**M1 wires**

Scale: 4 px per um. Supply wires on this layer in gray.
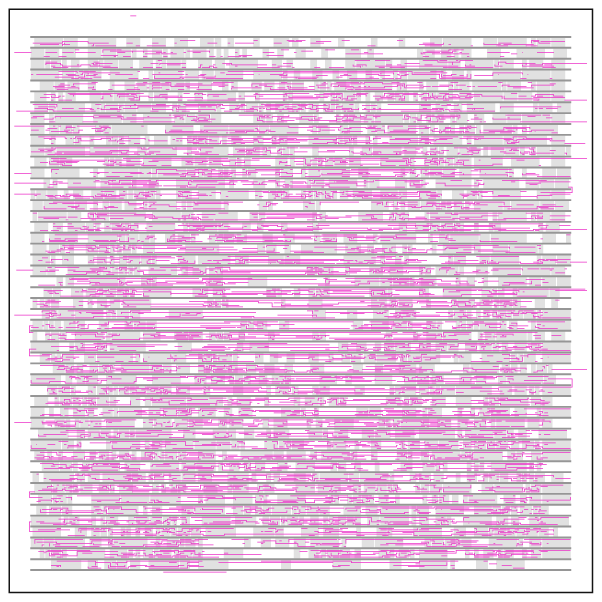
**Signal wires by layer**

Scale: 3 px per um. Only two layers are drawn.
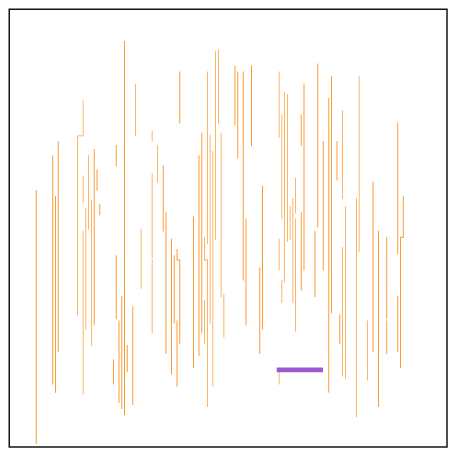
**Where the registers sit**

Scale: 3 px per um. Other sequential cells in the stronger gray, the rest of the logic in the fainter gray.
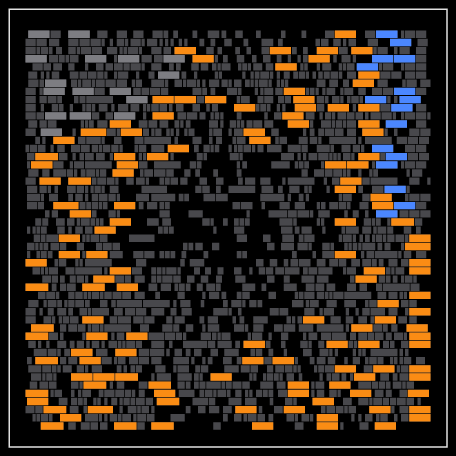
**Signal wires on met4**

Scale: 3 px per um. Supply wires on this layer in gray.
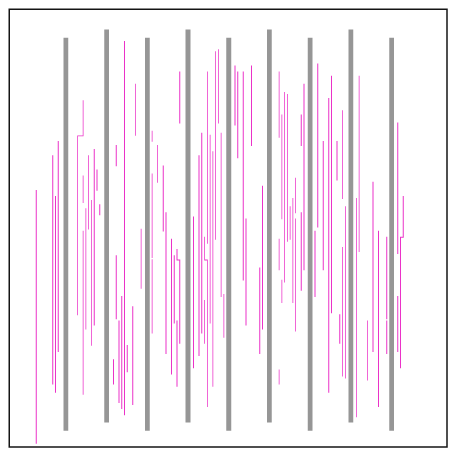
File: config.mk
export PLATFORM = sky130hd
export DESIGN_NAME = bb_register_bank_flat
export DESIGN_NICKNAME = d
export VERILOG_FILES = /design/src/rtl/bb_core_pkg.sv /design/src/rtl/bb_register_bank_if.sv /design/src/rtl/bb_pc_stack.sv /design/src/rtl/bb_register_bank.sv /design/src/flat_wrapper.sv
export SDC_FILE = /design/constraint.sdc
export NUM_CORES = 1
export LEC_CHECK = 0
export CORE_MARGIN = 5
export CORE_UTILIZATION = 57
export CTS_CLUSTER_SIZE = 28
export DETAILED_ROUTE_END_ITERATION = 6
export GPL_TIMING_DRIVEN = 0
export PLACE_DENSITY = 0.82
export SLEW_MARGIN = 20
export SYNTH_ARGS = -nofsm -noshare
export SYNTH_HDL_FRONTEND = slang
export SYNTH_SLANG_ARGS = --single-unit
File: constraint.sdc
create_clock -name clk -period 2.4 [get_ports clk]
set_input_delay 0.48 -clock clk [delete_from_list [all_inputs] [get_ports clk]]
set_output_delay 0.48 -clock clk [all_outputs]
set_load 0.02 [all_outputs]
File: src/rtl/bb_core_pkg.sv
// Shared definitions for bb_core: default data width, select-width helper and
// the PC-source encoding used by the register bank's PC mux.
package bb_core_pkg;

   localparam int DATA_WIDTH_DEF = 16;

   // A bank of two registers still needs a one-bit select.
   function automatic int sel_width(input int n);
      return (n <= 2) ? 1 : $clog2(n);
   endfunction

   typedef enum logic [2:0] {
      PC_SRC_HOLD   = 3'd0,
      PC_SRC_STEP   = 3'd1,
      PC_SRC_BRANCH = 3'd2,
      PC_SRC_CALL   = 3'd3,
      PC_SRC_RET    = 3'd4
   } pc_src_e;

endpackage

File: src/rtl/bb_register_bank_if.sv
// Port bundle of bb_register_bank: register read/write/increment, IR load and PC control.
// There is no handshake: every i_* command is a single-cycle strobe sampled on the rising clk edge.
interface bb_register_bank_if #(
   parameter int DATA_WIDTH = 16,
   parameter int SEL_W      = 3
);
   logic                  i_wr_en;
   logic [SEL_W-1:0]      i_wr_sel;
   logic [DATA_WIDTH-1:0] i_wr_data;
   logic                  i_inc_en;
   logic [SEL_W-1:0]      i_inc_sel;
   logic [SEL_W-1:0]      i_rd0_sel;
   logic [SEL_W-1:0]      i_rd1_sel;
   logic [DATA_WIDTH-1:0] o_rd0_data;
   logic [DATA_WIDTH-1:0] o_rd1_data;
   logic                  i_ir_load;
   logic [DATA_WIDTH-1:0] i_fetch_data;
   logic                  i_pc_step;
   logic                  i_branch_en;
   logic [DATA_WIDTH-1:0] i_branch_addr;
   logic                  i_call;
   logic                  i_ret;
   logic [DATA_WIDTH-1:0] o_pc;
   logic [DATA_WIDTH-1:0] o_ir;
   logic                  o_stack_full;
   logic                  o_stack_empty;
   logic                  o_stack_err;

   modport master (
      output i_wr_en, i_wr_sel, i_wr_data, i_inc_en, i_inc_sel,
      output i_rd0_sel, i_rd1_sel, i_ir_load, i_fetch_data,
      output i_pc_step, i_branch_en, i_branch_addr, i_call, i_ret,
      input  o_rd0_data, o_rd1_data, o_pc, o_ir,
      input  o_stack_full, o_stack_empty, o_stack_err
   );

   modport slave (
      input  i_wr_en, i_wr_sel, i_wr_data, i_inc_en, i_inc_sel,
      input  i_rd0_sel, i_rd1_sel, i_ir_load, i_fetch_data,
      input  i_pc_step, i_branch_en, i_branch_addr, i_call, i_ret,
      output o_rd0_data, o_rd1_data, o_pc, o_ir,
      output o_stack_full, o_stack_empty, o_stack_err
   );
endinterface

File: src/rtl/bb_pc_stack.sv
// Return-address LIFO for the PC. Overflow, underflow and push/pop conflicts
// set a sticky error that only reset clears; a rejected push leaves contents intact.
module bb_pc_stack #(
   parameter int WIDTH = 16,
   parameter int DEPTH = 4
) (
   input  logic             clk,
   input  logic             rst,
   input  logic             push_i,
   input  logic             pop_i,
   input  logic             conflict_i,
   input  logic [WIDTH-1:0] push_data_i,
   output logic [WIDTH-1:0] top_o,
   output logic             full_o,
   output logic             empty_o,
   output logic             err_o
);
   localparam int PTR_W = $clog2(DEPTH + 1);

   logic [WIDTH-1:0] mem_q [DEPTH];
   logic [PTR_W-1:0] sp_q, sp_d;
   logic             err_q, err_d;
   logic             push_ok;

   assign full_o  = (sp_q == PTR_W'(DEPTH));
   assign empty_o = (sp_q == '0);
   assign err_o   = err_q;
   assign push_ok = push_i && !conflict_i && !full_o;

   always_comb begin
      top_o = '0;
      for (int i = 0; i < DEPTH; i++) begin
         if (sp_q == PTR_W'(i + 1)) top_o = mem_q[i];
      end
   end

   always_comb begin
      sp_d  = sp_q;
      err_d = err_q;
      if (conflict_i) begin
         err_d = 1'b1;
      end else if (push_i) begin
         if (full_o) err_d = 1'b1;
         else        sp_d  = sp_q + PTR_W'(1);
      end else if (pop_i) begin
         if (empty_o) err_d = 1'b1;
         else         sp_d  = sp_q - PTR_W'(1);
      end
   end

   always_ff @(posedge clk) begin
      if (rst) begin
         sp_q  <= '0;
         err_q <= 1'b0;
      end else begin
         sp_q  <= sp_d;
         err_q <= err_d;
      end
   end

   // Entries are only ever read below the stack pointer, so they need no reset.
   always_ff @(posedge clk) begin
      for (int i = 0; i < DEPTH; i++) begin
         if (push_ok && sp_q == PTR_W'(i)) mem_q[i] <= push_data_i;
      end
   end
endmodule

File: src/rtl/bb_register_bank.sv
// Architectural register state of bb_core: general registers, IR and PC.
// Build option BB_PC_STACK_EN adds the hardware call/return stack (bb_pc_stack).
module bb_register_bank
   import bb_core_pkg::*;
#(
   parameter int                    DATA_WIDTH  = DATA_WIDTH_DEF,
   parameter int                    NUM_REGS    = 8,
   parameter logic [DATA_WIDTH-1:0] RESET_PC    = '0,
   parameter int                    STACK_DEPTH = 4
) (
   input logic               clk,
   input logic               rst,
   bb_register_bank_if.slave rb
);
   localparam int SEL_W = sel_width(NUM_REGS);

   logic [DATA_WIDTH-1:0] regs_q [NUM_REGS];
   logic [DATA_WIDTH-1:0] regs_d [NUM_REGS];
   logic [DATA_WIDTH-1:0] ir_q, ir_d;
   logic [DATA_WIDTH-1:0] pc_q, pc_d, pc_inc;
   logic [DATA_WIDTH-1:0] stk_top;
   pc_src_e               pc_src;

   // Selects beyond NUM_REGS match no entry, so they are ignored on write and read 0.
   always_comb begin
      for (int i = 0; i < NUM_REGS; i++) begin
         regs_d[i] = regs_q[i];
         if (rb.i_inc_en && rb.i_inc_sel == SEL_W'(i)) regs_d[i] = regs_q[i] + DATA_WIDTH'(1);
         if (rb.i_wr_en && rb.i_wr_sel == SEL_W'(i))   regs_d[i] = rb.i_wr_data;
      end
   end

   always_comb begin
      rb.o_rd0_data = '0;
      rb.o_rd1_data = '0;
      for (int i = 0; i < NUM_REGS; i++) begin
         if (rb.i_rd0_sel == SEL_W'(i)) rb.o_rd0_data = regs_q[i];
         if (rb.i_rd1_sel == SEL_W'(i)) rb.o_rd1_data = regs_q[i];
      end
   end

   assign ir_d   = rb.i_ir_load ? rb.i_fetch_data : ir_q;
   assign pc_inc = pc_q + DATA_WIDTH'(1);

`ifdef BB_PC_STACK_EN
   logic stk_push, stk_pop, stk_conflict, stk_full, stk_empty, stk_err;

   always_comb begin
      pc_src       = PC_SRC_HOLD;
      stk_push     = 1'b0;
      stk_pop      = 1'b0;
      stk_conflict = 1'b0;
      if (rb.i_call && rb.i_ret) begin
         stk_conflict = 1'b1;
      end else if (rb.i_ret) begin
         stk_pop = 1'b1;
         if (!stk_empty) pc_src = PC_SRC_RET;
      end else if (rb.i_call) begin
         // A call on a full stack loses its return address but still branches.
         stk_push = 1'b1;
         pc_src   = PC_SRC_CALL;
      end else if (rb.i_branch_en) begin
         pc_src = PC_SRC_BRANCH;
      end else if (rb.i_pc_step) begin
         pc_src = PC_SRC_STEP;
      end
   end

   bb_pc_stack #(
      .WIDTH (DATA_WIDTH),
      .DEPTH (STACK_DEPTH)
   ) u_pc_stack (
      .clk         (clk),
      .rst         (rst),
      .push_i      (stk_push),
      .pop_i       (stk_pop),
      .conflict_i  (stk_conflict),
      .push_data_i (pc_inc),
      .top_o       (stk_top),
      .full_o      (stk_full),
      .empty_o     (stk_empty),
      .err_o       (stk_err)
   );

   assign rb.o_stack_full  = stk_full;
   assign rb.o_stack_empty = stk_empty;
   assign rb.o_stack_err   = stk_err;
`else
   logic unused_ret;

   // Without a stack a call is a plain branch and a return does nothing.
   always_comb begin
      pc_src = PC_SRC_HOLD;
      if (rb.i_call || rb.i_branch_en) pc_src = PC_SRC_BRANCH;
      else if (rb.i_pc_step)           pc_src = PC_SRC_STEP;
   end

   assign unused_ret       = rb.i_ret;
   assign stk_top          = '0;
   assign rb.o_stack_full  = 1'b0;
   assign rb.o_stack_empty = 1'b1;
   assign rb.o_stack_err   = 1'b0;
`endif

   always_comb begin
      pc_d = pc_q;
      case (pc_src)
         PC_SRC_STEP:                pc_d = pc_inc;
         PC_SRC_BRANCH, PC_SRC_CALL: pc_d = rb.i_branch_addr;
         PC_SRC_RET:                 pc_d = stk_top;
         default:                    pc_d = pc_q;
      endcase
   end

   always_ff @(posedge clk) begin
      if (rst) begin
         for (int i = 0; i < NUM_REGS; i++) regs_q[i] <= '0;
         ir_q <= '0;
         pc_q <= RESET_PC;
      end else begin
         for (int i = 0; i < NUM_REGS; i++) regs_q[i] <= regs_d[i];
         ir_q <= ir_d;
         pc_q <= pc_d;
      end
   end

   assign rb.o_pc = pc_q;
   assign rb.o_ir = ir_q;
endmodule

File: src/flat_wrapper.sv
// flat-port wrapper written by rule: the top's interface ports become plain ports
module bb_register_bank_flat import bb_core_pkg::*;
#(
   parameter int                    DATA_WIDTH  = DATA_WIDTH_DEF,
   parameter int                    NUM_REGS    = 8,
   parameter logic [DATA_WIDTH-1:0] RESET_PC    = '0,
   parameter int                    STACK_DEPTH = 4
)
  (clk, rst, rb_i_wr_en, rb_i_wr_sel, rb_i_wr_data, rb_i_inc_en, rb_i_inc_sel, rb_i_rd0_sel, rb_i_rd1_sel, rb_i_ir_load, rb_i_fetch_data, rb_i_pc_step, rb_i_branch_en, rb_i_branch_addr, rb_i_call, rb_i_ret, rb_o_rd0_data, rb_o_rd1_data, rb_o_pc, rb_o_ir, rb_o_stack_full, rb_o_stack_empty, rb_o_stack_err);
  bb_register_bank_if #(.DATA_WIDTH(DATA_WIDTH), .SEL_W((3))) rb_i ();
  input logic clk;
  input logic rst;
  input wire logic [$bits(rb_i.i_wr_en)-1:0] rb_i_wr_en;
  input wire logic [$bits(rb_i.i_wr_sel)-1:0] rb_i_wr_sel;
  input wire logic [$bits(rb_i.i_wr_data)-1:0] rb_i_wr_data;
  input wire logic [$bits(rb_i.i_inc_en)-1:0] rb_i_inc_en;
  input wire logic [$bits(rb_i.i_inc_sel)-1:0] rb_i_inc_sel;
  input wire logic [$bits(rb_i.i_rd0_sel)-1:0] rb_i_rd0_sel;
  input wire logic [$bits(rb_i.i_rd1_sel)-1:0] rb_i_rd1_sel;
  input wire logic [$bits(rb_i.i_ir_load)-1:0] rb_i_ir_load;
  input wire logic [$bits(rb_i.i_fetch_data)-1:0] rb_i_fetch_data;
  input wire logic [$bits(rb_i.i_pc_step)-1:0] rb_i_pc_step;
  input wire logic [$bits(rb_i.i_branch_en)-1:0] rb_i_branch_en;
  input wire logic [$bits(rb_i.i_branch_addr)-1:0] rb_i_branch_addr;
  input wire logic [$bits(rb_i.i_call)-1:0] rb_i_call;
  input wire logic [$bits(rb_i.i_ret)-1:0] rb_i_ret;
  output wire logic [$bits(rb_i.o_rd0_data)-1:0] rb_o_rd0_data;
  output wire logic [$bits(rb_i.o_rd1_data)-1:0] rb_o_rd1_data;
  output wire logic [$bits(rb_i.o_pc)-1:0] rb_o_pc;
  output wire logic [$bits(rb_i.o_ir)-1:0] rb_o_ir;
  output wire logic [$bits(rb_i.o_stack_full)-1:0] rb_o_stack_full;
  output wire logic [$bits(rb_i.o_stack_empty)-1:0] rb_o_stack_empty;
  output wire logic [$bits(rb_i.o_stack_err)-1:0] rb_o_stack_err;
  assign rb_i.i_wr_en = rb_i_wr_en;
  assign rb_i.i_wr_sel = rb_i_wr_sel;
  assign rb_i.i_wr_data = rb_i_wr_data;
  assign rb_i.i_inc_en = rb_i_inc_en;
  assign rb_i.i_inc_sel = rb_i_inc_sel;
  assign rb_i.i_rd0_sel = rb_i_rd0_sel;
  assign rb_i.i_rd1_sel = rb_i_rd1_sel;
  assign rb_i.i_ir_load = rb_i_ir_load;
  assign rb_i.i_fetch_data = rb_i_fetch_data;
  assign rb_i.i_pc_step = rb_i_pc_step;
  assign rb_i.i_branch_en = rb_i_branch_en;
  assign rb_i.i_branch_addr = rb_i_branch_addr;
  assign rb_i.i_call = rb_i_call;
  assign rb_i.i_ret = rb_i_ret;
  assign rb_o_rd0_data = rb_i.o_rd0_data;
  assign rb_o_rd1_data = rb_i.o_rd1_data;
  assign rb_o_pc = rb_i.o_pc;
  assign rb_o_ir = rb_i.o_ir;
  assign rb_o_stack_full = rb_i.o_stack_full;
  assign rb_o_stack_empty = rb_i.o_stack_empty;
  assign rb_o_stack_err = rb_i.o_stack_err;
  bb_register_bank #(.DATA_WIDTH(DATA_WIDTH), .NUM_REGS(NUM_REGS), .RESET_PC(RESET_PC), .STACK_DEPTH(STACK_DEPTH)) u_core (.clk(clk), .rst(rst), .rb(rb_i));
endmodule
==> qor.csv <==
stage,metric,value,unit
status,outcome,finished with violations,
status,violated checks,setup timing,
floorplan,Initial Util,58.0,%
yosys,flip-flops with a built-in enable,0,
worst_setup_path,Reg2Reg Capture Point,u_core.regs_q[0][42]$_SDFFE_PP0P_,
sta,Hold Fails Final Rpt,0,
final_layout,"commonest cells after routing, fill and taps aside","218 x nor2_1, 139 x dfxtp_1, 135 x a211oi_1",
sta,Clock Skew,0.0119,ns
floorplan,boundary pin count,136,
sta,Max Freq,0.390,GHz
yosys,yosys stat chip area,10500,um2
yosys,Post-Synth Adder-Cell Area,1.08,%
global_routing,GR Util All Layers,38.9,%
worst_setup_path,CP Launch Type,register,
final_layout,Layout Nets,1541,
sta,Final min period,2.56,ns
placed_design,Post-Place Cells,1671,
worst_setup_path,critical path capture point type,output port,
clocking,H-tree depth,4,
final_layout,ANT cells,0,
yosys,Synth flops,160,
global_routing,first-pass GRT wire length,64000,um
sta,final slew viol count,0,
job,max-cap violations,0,
yosys,Basic Gates by Area,24.4,%
clocking,CTS resizes,286,
floorplan,chip footprint,21200,um2
floorplan,Die Y,145,um
yosys,sequential share of the synthesized area,30.6,%
global_routing,grt total ovfl,0,
power_and_ir_drop,Leakage,4.69,nW
worst_setup_path,crit path cell chain,"mux2_4, mux2_4, o211ai_1, a31oi_1, buf_4",
clocking,Root Driver,clkbuf_16,
floorplan,core box area,18000,um2
final_layout,share of cells above drive strength 1,14.8,%
placed_design,I/O Buffers,111,
route,DR pass1 iterations,5,
worst_setup_path,Reg2Reg Depth,6,
sta,RSZ-0062 raised after global routing,yes,
clocking,Max Root-Sink Buffers,2,
yosys,Post-synth mux share,8.19,%
sta,Setup Viol. Count Final,4,
worst_setup_path,RR Startpoint,u_core.regs_q[0][34]$_SDFFE_PP0P_,
sta,final worst slack,-0.163,ns
global_routing,Top Usage Layer GRT,met2,
## Picture notes: 'M1 wires'
wire length on this layer: 16200 um
longest straight run: 56.1 um
main direction: horizontal

## Picture notes: 'signal wires by layer'
legend:
  met4:
    color: orange
    wire_length: 3310 um
  met5:
    color: purple
    wire_length: 13.8 um

## Picture notes: 'where the registers sit'
legend:
  u_core.regs_q:
    color: orange
    flops: 128
    where: spread over the die
  u_core.rb.o_ir:
    color: blue
    flops: 16
    where: top right
not colored: 16

## Picture notes: 'signal wires on met4'
wire length on this layer: 3310 um
share of all routed wire: 7.7%
main direction: vertical

==> per-stage QoR <==
step	area, um2	hold WS [ns]	util (%)	worst slack, ns
after floorplan	10500	0.500	-	0.0215
after detailed placement	11900	0.482	65.8	-1.65
after CTS	12700	0.442	70.5	-0.119
after global routing	12800	0.456	70.7	-0.112
final	12800	0.448	70.7	-0.163
after global placement	11900	0.471	65.8	-1.65
==> cell type report <==
cell class	instances	area [um2]
Multi-Input combinational cell	1041	6910
Fill cell	1471	5270
Sequential cell	160	3240
Timing Repair Buffer	116	1010
Buffer	115	683
Clock buffer	19	453
Tap cell	229	287
Clock inverter	13	120
Inverter	12	45.0
==> flip-flops by register name (all words and copies together), names as in the netlist <==
name,count
u_core.rb.o_pc,16
u_core.rb.o_ir,16
u_core.regs_q,128
==> per-layer routing <==
metal / routed length, um / vias to the layer above
met2: 18300 / 767
li1: - / 5016
met4: 3310 / 2
met3: 5090 / 190
met5: 13 / -
met1: 16200 / 5185
==> power by group <==
part	internal (W)	leakage, nW	total [W]	switching, W
combinational	0.000510	3.10	0.00128	0.000765
sequential	0.00277	1.32	0.00295	0.000183
clock	0.00142	0.278	0.00270	0.00128
total	0.00470	4.69	0.00692	0.00223
==> cell usage after synthesis, types with 9 or more instances <==
library cell,n
nor3_1,11
buf_1,15
nand4_1,33
nand2_1,103
dfxtp_1,160
a21oi_1,34
inv_1,12
and3_1,24
ha_1,9
mux2i_1,62
nor2b_1,19
o22ai_1,14
clkbuf_1,79
a22o_1,15
nand3_1,52
a22oi_1,14
o21ai_0,48
mux2_2,15
nor4_1,10
xor2_1,77
o211a_1,13
a211oi_1,135
xnor2_1,57
and4_1,9
nor2_1,222
No activity file was given, so power comes from the tool's default toggle rates.
